### Placement density heat map

The die is cut into 21 by 21 equal tiles; white is low, dark blue is high, 0 to 100% covered.
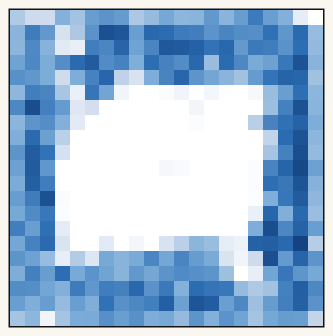
### Cell outlines without signal wires

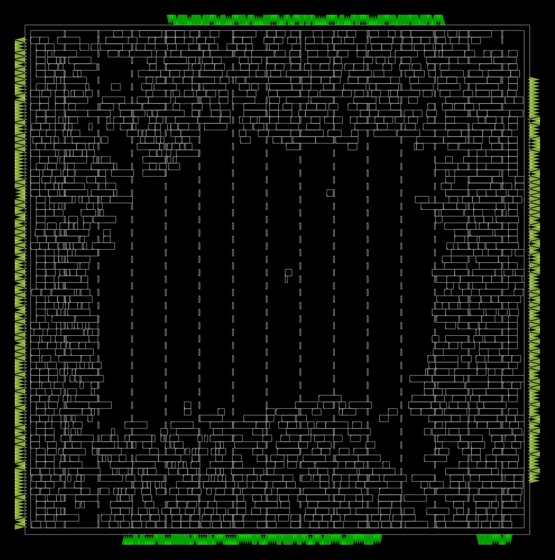
**src/rtl/mem_port_arbiter_if.sv**
```systemverilog
// Bus bundle between the memory port arbiter, its two requesters and the memory.
// slave = arbiter side, master = requester/memory side.
interface mem_port_arbiter_if #(
  parameter int AW = 64,
  parameter int DW = 64
);
  logic          if_req;
  logic [AW-1:0] if_addr;
  logic          if_ack;
  logic [DW-1:0] if_rdata;
  logic          d_req;
  logic          d_we;
  logic [AW-1:0] d_addr;
  logic [DW-1:0] d_wdata;
  logic          d_ack;
  logic [DW-1:0] d_rdata;
  logic          mem_en;
  logic          mem_we;
  logic [AW-1:0] mem_addr;
  logic [DW-1:0] mem_wdata;
  logic [DW-1:0] mem_rdata;
  logic          sel;
  logic          busy;

  modport slave (
    input  if_req, if_addr, d_req, d_we, d_addr, d_wdata, mem_rdata,
    output if_ack, if_rdata, d_ack, d_rdata, mem_en, mem_we, mem_addr, mem_wdata, sel, busy
  );

  modport master (
    output if_req, if_addr, d_req, d_we, d_addr, d_wdata, mem_rdata,
    input  if_ack, if_rdata, d_ack, d_rdata, mem_en, mem_we, mem_addr, mem_wdata, sel, busy
  );
endinterface

```
**src/rtl/mem_port_arbiter.sv**
```systemverilog
// Shares the unified memory port between instruction fetch and load/store.
// Optional MEM_ARB_STARVE_EN: forces a fetch grant after STARVE_MAX contested data grants.
module mem_port_arbiter #(
  parameter int AW         = 64,
  parameter int DW         = 64,
  parameter int MEM_LAT    = 2,
  parameter int STARVE_MAX = 4
) (
  input logic               clk,
  input logic               rst_n,
  mem_port_arbiter_if.slave bus
);
  typedef enum logic [1:0] {IDLE, ISSUE, WAIT, DONE} state_t;

  localparam logic [3:0] LAT_M1 = 4'(MEM_LAT - 1);

  if (MEM_LAT < 1 || MEM_LAT > 15 || STARVE_MAX < 1) begin : g_param_check
    $error("mem_port_arbiter: MEM_LAT must be 1..15 and STARVE_MAX at least 1");
  end

  state_t        r_state;
  logic [3:0]    r_cnt;
  logic          r_sel;
  logic          r_we;
  logic          r_mem_en;
  logic          r_mem_we;
  logic          r_if_ack;
  logic          r_d_ack;
  logic [AW-1:0] r_addr;
  logic [DW-1:0] r_wdata;
  logic [DW-1:0] r_if_rdata;
  logic [DW-1:0] r_d_rdata;
  logic          w_req_any;
  logic          w_grant_d;

  assign w_req_any = bus.if_req | bus.d_req;

`ifdef MEM_ARB_STARVE_EN
  localparam int SW = $clog2(STARVE_MAX + 1);
  localparam logic [SW-1:0] SMAX = SW'(STARVE_MAX);

  logic [SW-1:0] r_starve;

  // A saturated count hands the next contested arbitration to fetch.
  assign w_grant_d = bus.d_req & ~(bus.if_req & (r_starve == SMAX));

  always_ff @(posedge clk or negedge rst_n) begin
    if (!rst_n) begin
      r_starve <= '0;
    end else if (r_state == IDLE && w_req_any) begin
      if (w_grant_d && bus.if_req) begin
        if (r_starve != SMAX) r_starve <= r_starve + 1'b1;
      end else begin
        r_starve <= '0;
      end
    end
  end
`else
  assign w_grant_d = bus.d_req;
`endif

  always_ff @(posedge clk or negedge rst_n) begin
    if (!rst_n) begin
      r_state    <= IDLE;
      r_cnt      <= '0;
      r_sel      <= 1'b0;
      r_we       <= 1'b0;
      r_mem_en   <= 1'b0;
      r_mem_we   <= 1'b0;
      r_if_ack   <= 1'b0;
      r_d_ack    <= 1'b0;
      r_addr     <= '0;
      r_wdata    <= '0;
      r_if_rdata <= '0;
      r_d_rdata  <= '0;
    end else begin
      unique case (r_state)
        IDLE: begin
          if (w_req_any) begin
            r_state  <= ISSUE;
            r_sel    <= w_grant_d;
            r_addr   <= w_grant_d ? bus.d_addr : bus.if_addr;
            r_we     <= w_grant_d & bus.d_we;
            r_mem_we <= w_grant_d & bus.d_we;
            r_mem_en <= 1'b1;
            if (w_grant_d) r_wdata <= bus.d_wdata;
          end
        end
        ISSUE: begin
          r_state  <= WAIT;
          r_mem_en <= 1'b0;
          r_mem_we <= 1'b0;
          r_cnt    <= LAT_M1;
        end
        WAIT: begin
          if (r_cnt == 4'd0) begin
            r_state <= DONE;
            // Writes leave both read-data registers untouched.
            if (!r_we) begin
              if (r_sel) r_d_rdata  <= bus.mem_rdata;
              else       r_if_rdata <= bus.mem_rdata;
            end
            if (r_sel) r_d_ack  <= 1'b1;
            else       r_if_ack <= 1'b1;
          end else begin
            r_cnt <= r_cnt - 4'd1;
          end
        end
        DONE: begin
          r_state  <= IDLE;
          r_if_ack <= 1'b0;
          r_d_ack  <= 1'b0;
        end
        default: r_state <= IDLE;
      endcase
    end
  end

  assign bus.mem_en    = r_mem_en;
  assign bus.mem_we    = r_mem_we;
  assign bus.mem_addr  = r_addr;
  assign bus.mem_wdata = r_wdata;
  assign bus.sel       = r_sel;
  assign bus.busy      = (r_state != IDLE);
  assign bus.if_ack    = r_if_ack;
  assign bus.d_ack     = r_d_ack;
  assign bus.if_rdata  = r_if_rdata;
  assign bus.d_rdata   = r_d_rdata;
endmodule

```
**src/flat_wrapper.sv**
```systemverilog
// flat-port wrapper written by rule: the top's interface ports become plain ports
module mem_port_arbiter_flat 
#(
  parameter int AW         = 64,
  parameter int DW         = 64,
  parameter int MEM_LAT    = 2,
  parameter int STARVE_MAX = 4
)
  (clk, rst_n, bus_if_req, bus_if_addr, bus_d_req, bus_d_we, bus_d_addr, bus_d_wdata, bus_mem_rdata, bus_if_ack, bus_if_rdata, bus_d_ack, bus_d_rdata, bus_mem_en, bus_mem_we, bus_mem_addr, bus_mem_wdata, bus_sel, bus_busy);
  mem_port_arbiter_if #(.AW(AW), .DW(DW)) bus_i ();
  input logic clk;
  input logic rst_n;
  input wire logic [$bits(bus_i.if_req)-1:0] bus_if_req;
  input wire logic [$bits(bus_i.if_addr)-1:0] bus_if_addr;
  input wire logic [$bits(bus_i.d_req)-1:0] bus_d_req;
  input wire logic [$bits(bus_i.d_we)-1:0] bus_d_we;
  input wire logic [$bits(bus_i.d_addr)-1:0] bus_d_addr;
  input wire logic [$bits(bus_i.d_wdata)-1:0] bus_d_wdata;
  input wire logic [$bits(bus_i.mem_rdata)-1:0] bus_mem_rdata;
  output wire logic [$bits(bus_i.if_ack)-1:0] bus_if_ack;
  output wire logic [$bits(bus_i.if_rdata)-1:0] bus_if_rdata;
  output wire logic [$bits(bus_i.d_ack)-1:0] bus_d_ack;
  output wire logic [$bits(bus_i.d_rdata)-1:0] bus_d_rdata;
  output wire logic [$bits(bus_i.mem_en)-1:0] bus_mem_en;
  output wire logic [$bits(bus_i.mem_we)-1:0] bus_mem_we;
  output wire logic [$bits(bus_i.mem_addr)-1:0] bus_mem_addr;
  output wire logic [$bits(bus_i.mem_wdata)-1:0] bus_mem_wdata;
  output wire logic [$bits(bus_i.sel)-1:0] bus_sel;
  output wire logic [$bits(bus_i.busy)-1:0] bus_busy;
  assign bus_i.if_req = bus_if_req;
  assign bus_i.if_addr = bus_if_addr;
  assign bus_i.d_req = bus_d_req;
  assign bus_i.d_we = bus_d_we;
  assign bus_i.d_addr = bus_d_addr;
  assign bus_i.d_wdata = bus_d_wdata;
  assign bus_i.mem_rdata = bus_mem_rdata;
  assign bus_if_ack = bus_i.if_ack;
  assign bus_if_rdata = bus_i.if_rdata;
  assign bus_d_ack = bus_i.d_ack;
  assign bus_d_rdata = bus_i.d_rdata;
  assign bus_mem_en = bus_i.mem_en;
  assign bus_mem_we = bus_i.mem_we;
  assign bus_mem_addr = bus_i.mem_addr;
  assign bus_mem_wdata = bus_i.mem_wdata;
  assign bus_sel = bus_i.sel;
  assign bus_busy = bus_i.busy;
  mem_port_arbiter #(.AW(AW), .DW(DW), .MEM_LAT(MEM_LAT), .STARVE_MAX(STARVE_MAX)) u_core (.clk(clk), .rst_n(rst_n), .bus(bus_i));
endmodule
```
**config.mk**
```make
export PLATFORM = sky130hd
export DESIGN_NAME = mem_port_arbiter_flat
export DESIGN_NICKNAME = d
export VERILOG_FILES = /design/src/rtl/mem_port_arbiter_if.sv /design/src/rtl/mem_port_arbiter.sv /design/src/flat_wrapper.sv
export SDC_FILE = /design/constraint.sdc
export NUM_CORES = 1
export LEC_CHECK = 0
export CAP_MARGIN = 25
export CORE_AREA = 2 2 205 207
export CTS_BUF_LIST = sky130_fd_sc_hd__clkbuf_4
export DETAILED_ROUTE_END_ITERATION = 12
export DIE_AREA = 0 0 207 209
export PLACE_DENSITY = 0.69
export REMOVE_ABC_BUFFERS = 1
export SLEW_MARGIN = 20
export SYNTH_ARGS = -nofsm -noshare
export SYNTH_HDL_FRONTEND = slang
export SYNTH_SLANG_ARGS = --single-unit
```
**constraint.sdc**
```tcl
create_clock -name clk -period 6.4 [get_ports clk]
set_input_delay 0.96 -clock clk [delete_from_list [all_inputs] [get_ports clk]]
set_output_delay 0.96 -clock clk [all_outputs]
set_load 0.05 [all_outputs]
```
==> reports/metrics.cfg <==
[floorplan]
dieHeight_microns = 209
num_tap_cells = 539
chipArea_sq_um = 43300
ios = 523
fp-utilization = 0.266
fp.dieW_microns = 207
rows = 75

[global_route]
antenna_found_initial = 2
grt_busiest_layer = met2
grt_usage = 0.144
grt_use_met1 = 0.159
grt_overflow = 0
grt_max_degree = 140
grt_pass1_wl_mm = 49.0
grt_pass1_vias = 8742
grtUsageMet3 = 0.0616
grt_use_met2 = 0.240

[synth]
muxShareOfSynthArea = 0.278
netlist_top_cells_count = 268 x dfrtp_1, 129 x mux2_2, 71 x o21ai_0
ys_sh_simple = 0.0319
yosysWarnings = 0
synthCells = 749
async_flop_share = 1.00
ys.flops = 268
ys.flop_type = dfrtp_1
largest_area_cell = dfrtp_1
top_cell = dfrtp_1
synth-edff-count = 0
yosys_area_sq_um = 11000
topCellsByArea = dfrtp_1 61%, mux2_2 13%, mux2_4 8.2%
xor_area_frac = 0
top_cell_area_share = 0.610
top_logic_kind = multiplexers
ys_sh_aoi = 0.0403
yosys_cells = 749
syn_avg_cell_area_sq_um = 14.7
netlist_area_sq_um = 11000
ys_sh_adder = 0.00683

[run]
cap_violations = 0
tool_warnings = 31

[sta]
fin_crit_ns = 3.47
tns_ns = 0
rsz0062_at_grt = false
setup_violations = 0
timing.fmax_ghz = 0.288
hold_ws_ns = 0.125
setup_ws_ns = 2.93
hold_violations = 0
slew_violations = 0
min_period_over_period = 0.542
finClkSkew_ns = 0.0360
tightest_slew_ns = 1.03
slew_headroom = 0.311

[worst_setup_path]
critPathKind = register to output pin
cp_slowest_cell = clkdlybuf4s50_1
required_ns = 5.44
cp-startpoint = u_core.r_state[0]
r2r_setup_slack_ns = 3.44
cp-endpoint = bus_busy
start_kind = register
crit_chain = inv_1 > ha_1 > inv_1 > clkdlybuf4s50_1
r2r-start = u_core.r_state[0]
cp.depth = 4
worstReg2RegEnd = u_core.bus.if_rdata[36]
r2r_cells = 6
critical_path.top_delay_family = buffers and inverters
critPathArrivalTime_ns = 2.51
crit_fanout = 5
slowest_delay_ns = 0.83
worst_setup_path_end_kind = output pin
cpMostUsedCell = inv_1
path_buffers = 3

[power_and_ir_drop]
p_seq_frac = 0.276
maxPowerGroup = combinational cells
switching_share = 0.476
vdd_drop_max_mv = 0.368
clkPwrFrac = 0.143
p_clk_uw = 1570
p_int_uw = 5740
power_switching_uw = 5220
power_uw = 11000
powerDensity_nw_per_um2 = 623
seq_cell_power_uw = 3030
p_comb_frac = 0.581
comb_power_uw = 6370
p_leak_uw = 0.00777

[finish]
signal_buffers = 530
combGateArea_sq_um = 3940
flop-count = 268
seqCellArea_sq_um = 6710
diodes = 5
lay_top_count = clkdlybuf4s50_1
buf_share = 0.301
clk_share = 0.0533
clkbuf_count = 103
largest_class = registers
final_nets = 1578
area_growth_syn_to_layout_pct = 60.2
inverters = 9
comb_cells = 428
comb-cell-share = 0.224
drive_above_1_share = 0.229
fill_cells = 3904
final_cell_mix = 520 x clkdlybuf4s50_1, 268 x dfrtp_1, 129 x mux2_2
fin_area_sq_um = 17600

[cts]
cts_hold_buf = 0
post_cts_buffers = 0
cts.path.max_buffers = 3
cts_buffers = 74
clk-insertion-delay-late_ns = 0.74
clkTransAtPathRegs_ns = 0.06
cts_sinks = 268
cts_resized = 0
ctsHtreeMaxLevel = 3
root_buffer = clkbuf_4
cts_tree = yes

[place]
placed_area_sq_um = 16700
hpwlAfterDp_mm = 23.6
gp_congestion = 0.836
placed_cells = 1774
port-buffer-count = 522
place_ws_ns = 3.31

[route]
drc = 0
dr_total_vias = 8178
drt_iter0_markers = 309
dr_wl_met2_mm = 15.7
wirelength_mm = 32.0
wl_met3_mm = 2.90
drt-pass1-iter-count = 6
vias_per_cell = 4.30
maxUsedRoutingLayer = met4
wl_per_cell_microns = 16.8
ant_nets = 0

[outcome]
status = completed

[worst_hold_path]
worstHoldPathType = input pin to asynchronous set/reset pin

Back to the opening pictures, 'Placement density heat map':
The emptiest ninth of the die: center. The mean over all tiles is 39%. 28% of the tiles are nearly empty.

Back to the opening pictures, 'Cell outlines without signal wires':
final design utilization: 0.427
Core ar.: 41300 sq um
non-filler cells, final: 1904
Seq area share: 0.381

